==> config.mk <==
export PLATFORM = sky130hd
export DESIGN_NAME = mux_rr_pipe
export DESIGN_NICKNAME = d
export VERILOG_FILES = /design/src/rtl/mux_rr_pipe_pkg.sv /design/src/rtl/mux_rr_pipe_rr_pick.sv /design/src/rtl/mux_rr_pipe.sv
export SDC_FILE = /design/constraint.sdc
export NUM_CORES = 1
export LEC_CHECK = 0
export CAP_MARGIN = 20
export CORE_MARGIN = 2
export CORE_UTILIZATION = 41
export CTS_CLUSTER_DIAMETER = 50
export DETAILED_ROUTE_END_ITERATION = 8
export PLACE_DENSITY_LB_ADDON = 0.25
export SLEW_MARGIN = 40
export SYNTH_ARGS = -nofsm -noshare
export SYNTH_HDL_FRONTEND = slang
export SYNTH_HIERARCHICAL = 1
export SYNTH_SLANG_ARGS = --single-unit
==> constraint.sdc <==
create_clock -name clk -period 4.75 [get_ports clk]
set_clock_uncertainty 0.2 [all_clocks]
set_input_delay 1.1875 -clock clk [delete_from_list [all_inputs] [get_ports clk]]
set_output_delay 1.1875 -clock clk [all_outputs]
set_load 0.01 [all_outputs]
==> src/rtl/mux_rr_pipe_pkg.sv <==
// Shared definitions for the registered channel multiplexer family:
// mode encodings and the channel-index width helper.
package tpu_mux_pkg;

  localparam logic MODE_FIXED = 1'b0;
  localparam logic MODE_RR    = 1'b1;

  // Index width for n channels; never narrower than one bit.
  function automatic int sel_width(input int n);
    return (n <= 2) ? 1 : $clog2(n);
  endfunction

endpackage

==> src/rtl/mux_rr_pipe_rr_pick.sv <==
// Round-robin picker: finds the first requesting channel after ptr,
// wrapping modulo NCH, with ptr itself examined last.
module rr_pick
  import tpu_mux_pkg::*;
#(
  parameter  int NCH  = 4,
  localparam int SELW = sel_width(NCH)
) (
  input  logic [NCH-1:0]  req,
  input  logic [SELW-1:0] ptr,
  output logic [NCH-1:0]  grant_onehot,
  output logic [SELW-1:0] grant_idx,
  output logic            any
);

  // Walk ptr+1 .. ptr+NCH; the subtraction keeps the index modulo NCH for any NCH.
  always_comb begin
    int              cand;
    logic [SELW-1:0] cand_idx;
    cand         = 0;
    cand_idx     = '0;
    grant_onehot = '0;
    grant_idx    = '0;
    any          = 1'b0;
    for (int k = 1; k <= NCH; k++) begin
      cand = int'(ptr) + k;
      if (cand >= NCH) cand = cand - NCH;
      cand_idx = cand[SELW-1:0];
      if (!any && req[cand_idx]) begin
        any                    = 1'b1;
        grant_idx              = cand_idx;
        grant_onehot[cand_idx] = 1'b1;
      end
    end
  end

endmodule

==> src/rtl/mux_rr_pipe.sv <==
// N-channel valid/ready multiplexer with one output register. The grant
// comes from sel_in (fixed mode) or a round-robin search (rr mode); both
// feed the same one-hot data select.
module mux_rr_pipe
  import tpu_mux_pkg::*;
#(
  parameter  int WIDTH = 17,
  parameter  int NCH   = 4,
  localparam int SELW  = sel_width(NCH)
) (
  input  logic                 clk,
  input  logic                 rst,
  input  logic                 mode,
  input  logic [SELW-1:0]      sel_in,
  input  logic [NCH*WIDTH-1:0] in_data,
  input  logic [NCH-1:0]       in_valid,
  output logic [NCH-1:0]       in_ready,
  output logic [WIDTH-1:0]     out_data,
  output logic [SELW-1:0]      out_chan,
  output logic                 out_valid,
  input  logic                 out_ready
);

  logic [WIDTH-1:0] chan_data [NCH];
  logic [NCH-1:0]   fixed_onehot;
  logic             fixed_any;
  logic [NCH-1:0]   rr_onehot;
  logic [SELW-1:0]  rr_idx;
  logic             rr_any;

  logic [NCH-1:0]   grant_onehot;
  logic [SELW-1:0]  grant_idx;
  logic             grant_any;
  logic [WIDTH-1:0] sel_data;
  logic             load;

  logic [WIDTH-1:0] out_data_q, out_data_d;
  logic [SELW-1:0]  out_chan_q, out_chan_d;
  logic             out_valid_q, out_valid_d;
  logic [SELW-1:0]  ptr_q, ptr_d;

  // An out-of-range sel_in matches no channel and therefore grants nothing.
  for (genvar gi = 0; gi < NCH; gi++) begin : g_chan
    assign chan_data[gi]    = in_data[gi*WIDTH +: WIDTH];
    assign fixed_onehot[gi] = in_valid[gi] & (sel_in == SELW'(gi));
  end
  assign fixed_any = |fixed_onehot;

  rr_pick #(.NCH(NCH)) u_pick (
    .req          (in_valid),
    .ptr          (ptr_q),
    .grant_onehot (rr_onehot),
    .grant_idx    (rr_idx),
    .any          (rr_any)
  );

  // Pick the grant source for the current mode.
  always_comb begin
    grant_onehot = fixed_onehot;
    grant_idx    = sel_in;
    grant_any    = fixed_any;
    if (mode == MODE_RR) begin
      grant_onehot = rr_onehot;
      grant_idx    = rr_idx;
      grant_any    = rr_any;
    end
  end

  // One-hot AND-OR data select shared by both modes.
  always_comb begin
    sel_data = '0;
    for (int i = 0; i < NCH; i++) begin
      if (grant_onehot[i]) sel_data = sel_data | chan_data[i];
    end
  end

  assign load     = ~out_valid_q | out_ready;
  assign in_ready = rst ? '0 : (grant_onehot & {NCH{load}});

  // Next state: load a granted beat, empty on a grant-less load, else hold.
  always_comb begin
    out_data_d  = out_data_q;
    out_chan_d  = out_chan_q;
    out_valid_d = out_valid_q;
    ptr_d       = ptr_q;
    if (load) begin
      out_valid_d = grant_any;
      if (grant_any) begin
        out_data_d = sel_data;
        out_chan_d = grant_idx;
        if (mode == MODE_RR) ptr_d = grant_idx;
      end
    end
  end

  // Output register and last-grant pointer; ptr resets so the first search starts at channel 0.
  always_ff @(posedge clk or posedge rst) begin
    if (rst) begin
      out_data_q  <= '0;
      out_chan_q  <= '0;
      out_valid_q <= 1'b0;
      ptr_q       <= SELW'(NCH - 1);
    end else begin
      out_data_q  <= out_data_d;
      out_chan_q  <= out_chan_d;
      out_valid_q <= out_valid_d;
      ptr_q       <= ptr_d;
    end
  end

  assign out_data  = out_data_q;
  assign out_chan  = out_chan_q;
  assign out_valid = out_valid_q;

endmodule

==> run_1/met2.png <==
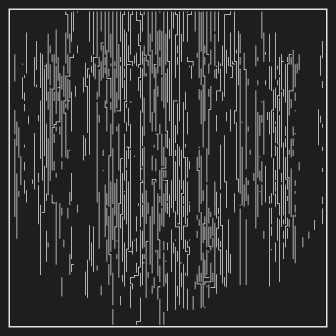
nets with wire on the layer = 367
main direction = vertical
longest straight run = 33.8 µm
wire length on this layer = 3560 µm
share of all routed wire = 50%
met2 global-route usage: 0.438
Post-Route WL: 7170 µm

==> run_1/wire_density.png <==
The bar under the picture is 20 µm long. 15 x 15 tiles, from black (low) to pale yellow (high), scaled to the fullest tile. Values are wire area over tile area, all layers added.
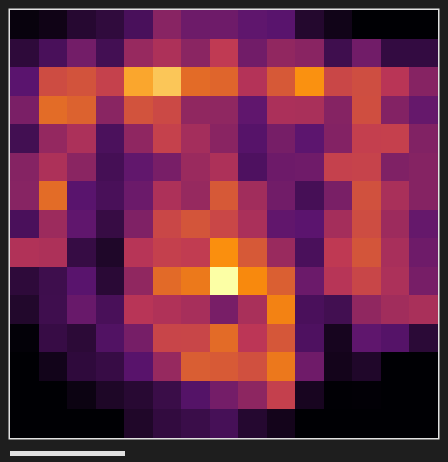
densest ninth of the die = middle
fullest tile = 0.65
mean over tiles = 0.22
tiles over half the peak = 23%
nearly empty tiles = 9.8%
drt wl/cell: 17.0 µm
DR vias: 2373
gr usage total: 0.258

==> metrics.csv, run 1 <==
metric,value,unit
slew_headroom,0.481,
flops,22,
dp_hpwl,5040,µm
n_all_buffers,131,
slew_viol_final,0,
layout.nets,441,
top_cell,o21ai_0,
first_pass_iters,4,
whs,0.294,ns
r2r-end,out_data[8],
clk_latency,0.27,ns
dpl_cell_area,0.00319,mm²
io_pins,102,
ys_seq_frac,0.274,
worstRegToRegCells,11,
grt_pass1_wl,10900,µm
die_x,74.2,µm
internal-power,921,µW
max_freq,214,MHz
max-clock-path-buffers,2,
grt_use_met3,0.0339,
leakagePower,0.00135,µW
viasPerCell,5.64,
finalSetupViolCount,0,
p_clk,141,µW
warnings,33,
wl_met2,3560,µm
antenna_found_initial,0,
synth_area,0.00202,mm²
period_used_share,0.982,
synth-seq-cells,22,
min_from,out_data[9],
row_count,25,
setup.worst_path.end,in_ready[0],
top_cell_area_share,0.248,
sw_frac_of_total,0.414,
place.gp.congestion,0.920,
busiest_layer,met2,
largest_class,logic gates,
route.detailed.drc,0,
status,finished clean,
pre_cts_ws,-0.214,ns
==> run_1/met1.png <==
The bar under the picture is 20 µm long.
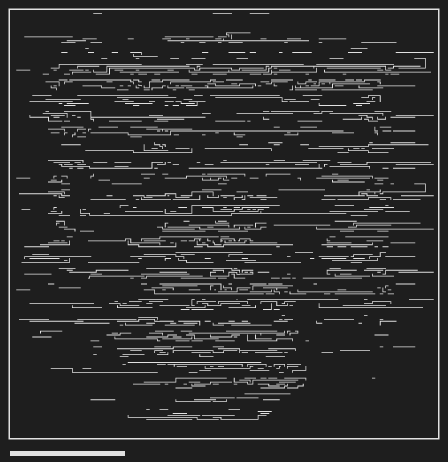
longest straight run = 29.9 µm
share of all routed wire = 40%
M1 GR Usage: 0.346

==> run_1/density.png <==
The bar under the picture is 20 µm long. 7 x 7 tiles, from black (low) to pale yellow (high), 0 to 100% covered.
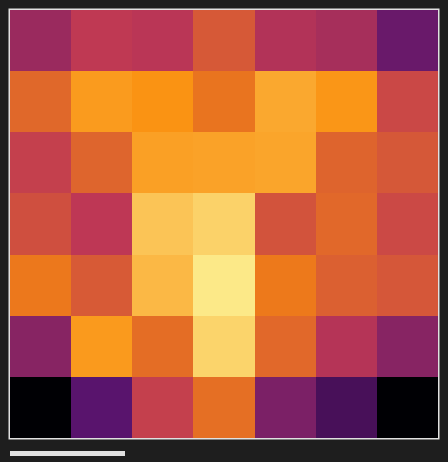
densest ninth of the die = middle
emptiest ninth of the die = bottom right
nearly empty tiles = 4.1%
tiles over 75% full = 27%
fullest tile = 95%
Pre-Place Util: 0.428
Core Region: 0.00472 mm²
fin util: 0.702

run 1: kinds of logic after synthesis:
| kind of cell | count (synthesis) | share of synthesized area |
|---|---|---|
| AOI/OAI and AO/OA | 93 | 0.270 |
| muxes | 28 | 0.172 |
| DFF | 22 | 0.274 |
| and+or+nand+nor | 63 | 0.174 |
| adders and majority gates | 8 | 0.0496 |
| buffers and inverters | 25 | 0.0613 |
run 1: what timing repair did:
item,4_1_cts,5_1_grt
resized,7,11
endpoints found under the setup margin,4,4
setup buffers,4,2
pin swaps,2,4
run 1: worst max-delay path: stages:
cell             delay [ns]
clkdlybuf4s50_1        0.43
mux4_2                 0.58
buf_4                  0.18
nand2_1                0.08
o21ai_1                0.07
a221o_1                0.29
and2_1                 0.18
nor2_1                 0.10
nor2_1                 0.05
clkbuf_2               0.13
==> run 2: changes to the inputs <==
--- a/config.mk
+++ b/config.mk
@@ -5,10 +5,10 @@
 export SDC_FILE = /design/constraint.sdc
 export NUM_CORES = 1
 export LEC_CHECK = 0
-export CAP_MARGIN = 20
+export CAP_MARGIN = 40
+export CORE_ASPECT_RATIO = 0.5
 export CORE_MARGIN = 2
 export CORE_UTILIZATION = 41
-export CTS_CLUSTER_DIAMETER = 50
 export DETAILED_ROUTE_END_ITERATION = 8
 export PLACE_DENSITY_LB_ADDON = 0.25
 export SLEW_MARGIN = 40
==> run_2/met1.png <==
The bar under the picture is 20 µm long.
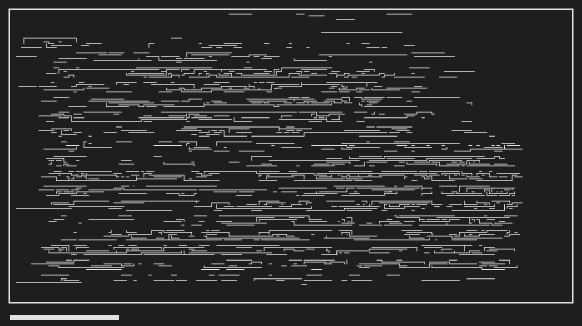
wire length on this layer = 3060 µm
nets with wire on the layer = 392
DR vias: 2396
Post-Route WL: 7270 µm

==> run_2/density.png <==
The bar under the picture is 20 µm long. 10 x 5 tiles, from black (low) to pale yellow (high), 0 to 100% covered.
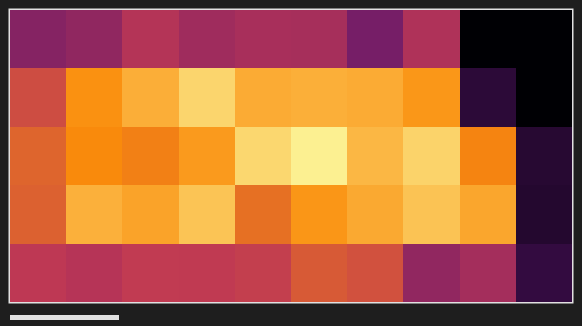
fullest tile = 97%
mean over tiles = 58%
emptiest ninth of the die = top right
densest ninth of the die = middle
nearly empty tiles = 6.0%
Core Region: 0.00457 mm²
Pre-Place Util: 0.442
fin util: 0.717

==> run_2/met2.png <==
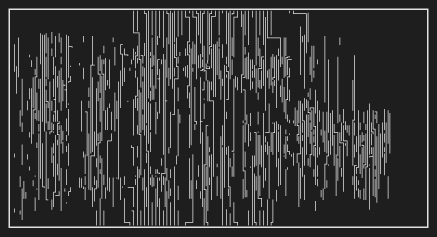
share of all routed wire = 50%
nets with wire on the layer = 385
met2 global-route usage: 0.509

==> run 2 against run 1 <==
  * Combinational power hardly changed
  * Power grew 0.89%
  * Worst setup slack improved by 0.0066 ns
  * Synthesized cell count did not move
==> metrics.csv, run 2 <==
metric,value,unit
slowest_delay,0.55,ns
p_clk,176,µW
ys_sh_mux,0.172,
period_used_share,0.980,
finalSetupViolCount,0,
leakagePower,0.00135,µW
flops,22,
status,finished clean,
dpl_cell_area,0.00320,mm²
max_freq,215,MHz
dp_hpwl,5310,µm
io_pins,102,
max-clock-path-buffers,2,
p_seq,320,µW
ys_seq_frac,0.274,
synth-seq-cells,22,
seq_share,0.169,
grt_pass1_wl,11600,µm
synth-adder-area-share,0.0496,
clk_latency,0.27,ns
row_count,17,
viasPerCell,5.73,
sw_frac_of_total,0.410,
route.detailed.drc,0,
routedWlPerCell,17.4,µm
crit_family,buffers and inverters,
slew_viol_final,0,
crit_buf_inv,3,
first_pass_iters,5,
largest_class,logic gates,
n_all_buffers,129,
slowest_stage,mux4_2,
whs,0.290,ns
ys_types,47,
synth_xor_xnor_area_share,0,
cp_cell_sequence,"dlygate4sd2_1, mux4_2, buf_4, nand2_1, o21ai_1, a221o_1, and2_1, nor2_1, nor2_1, dlygate4sd2_1",
place.gp.congestion,0.925,
internal-power,935,µW
min_path_type,reg2reg,
die_x,103,µm
top_cell,o21ai_0,
layout.nets,439,
antenna_found_initial,0,
top_logic_kind,AND-OR/OR-AND gates,
-- run 2: cell counts after synthesis --
Identical to the previous run, type by type.
-- run 2: layer usage --
metal	up-vias	wire length, µm	global-route usage
met5	-	0	0
met4	0	65	0.0570
met2	112	3600	0.509
met3	10	538	0.0558
met1	1162	3060	0.337
li1	1112	-	-
-- run 2: final timing paths --
kind	from	to	slack [ns]	cells after the start
min reg2reg	out_data[15]	out_data[15]	0.29	1
min in group asynchronous	rst	out_data[4]	1.09	3
max in group asynchronous	rst	ptr_q[0]	2.98	3
max	in_valid[2]	in_ready[2]	0.09	10
max reg2reg	ptr_q[1]	out_data[8]	1.35	10
min	out_data[15]	out_data[15]	0.29	1
-- run 2: what timing repair did --
item | 4_1_cts | 5_1_grt
setup endpoints to repair | 4 | 0
resized | 8 | 0
setup buffers | 2 | 0
Power and IR drop assume default switching activity.
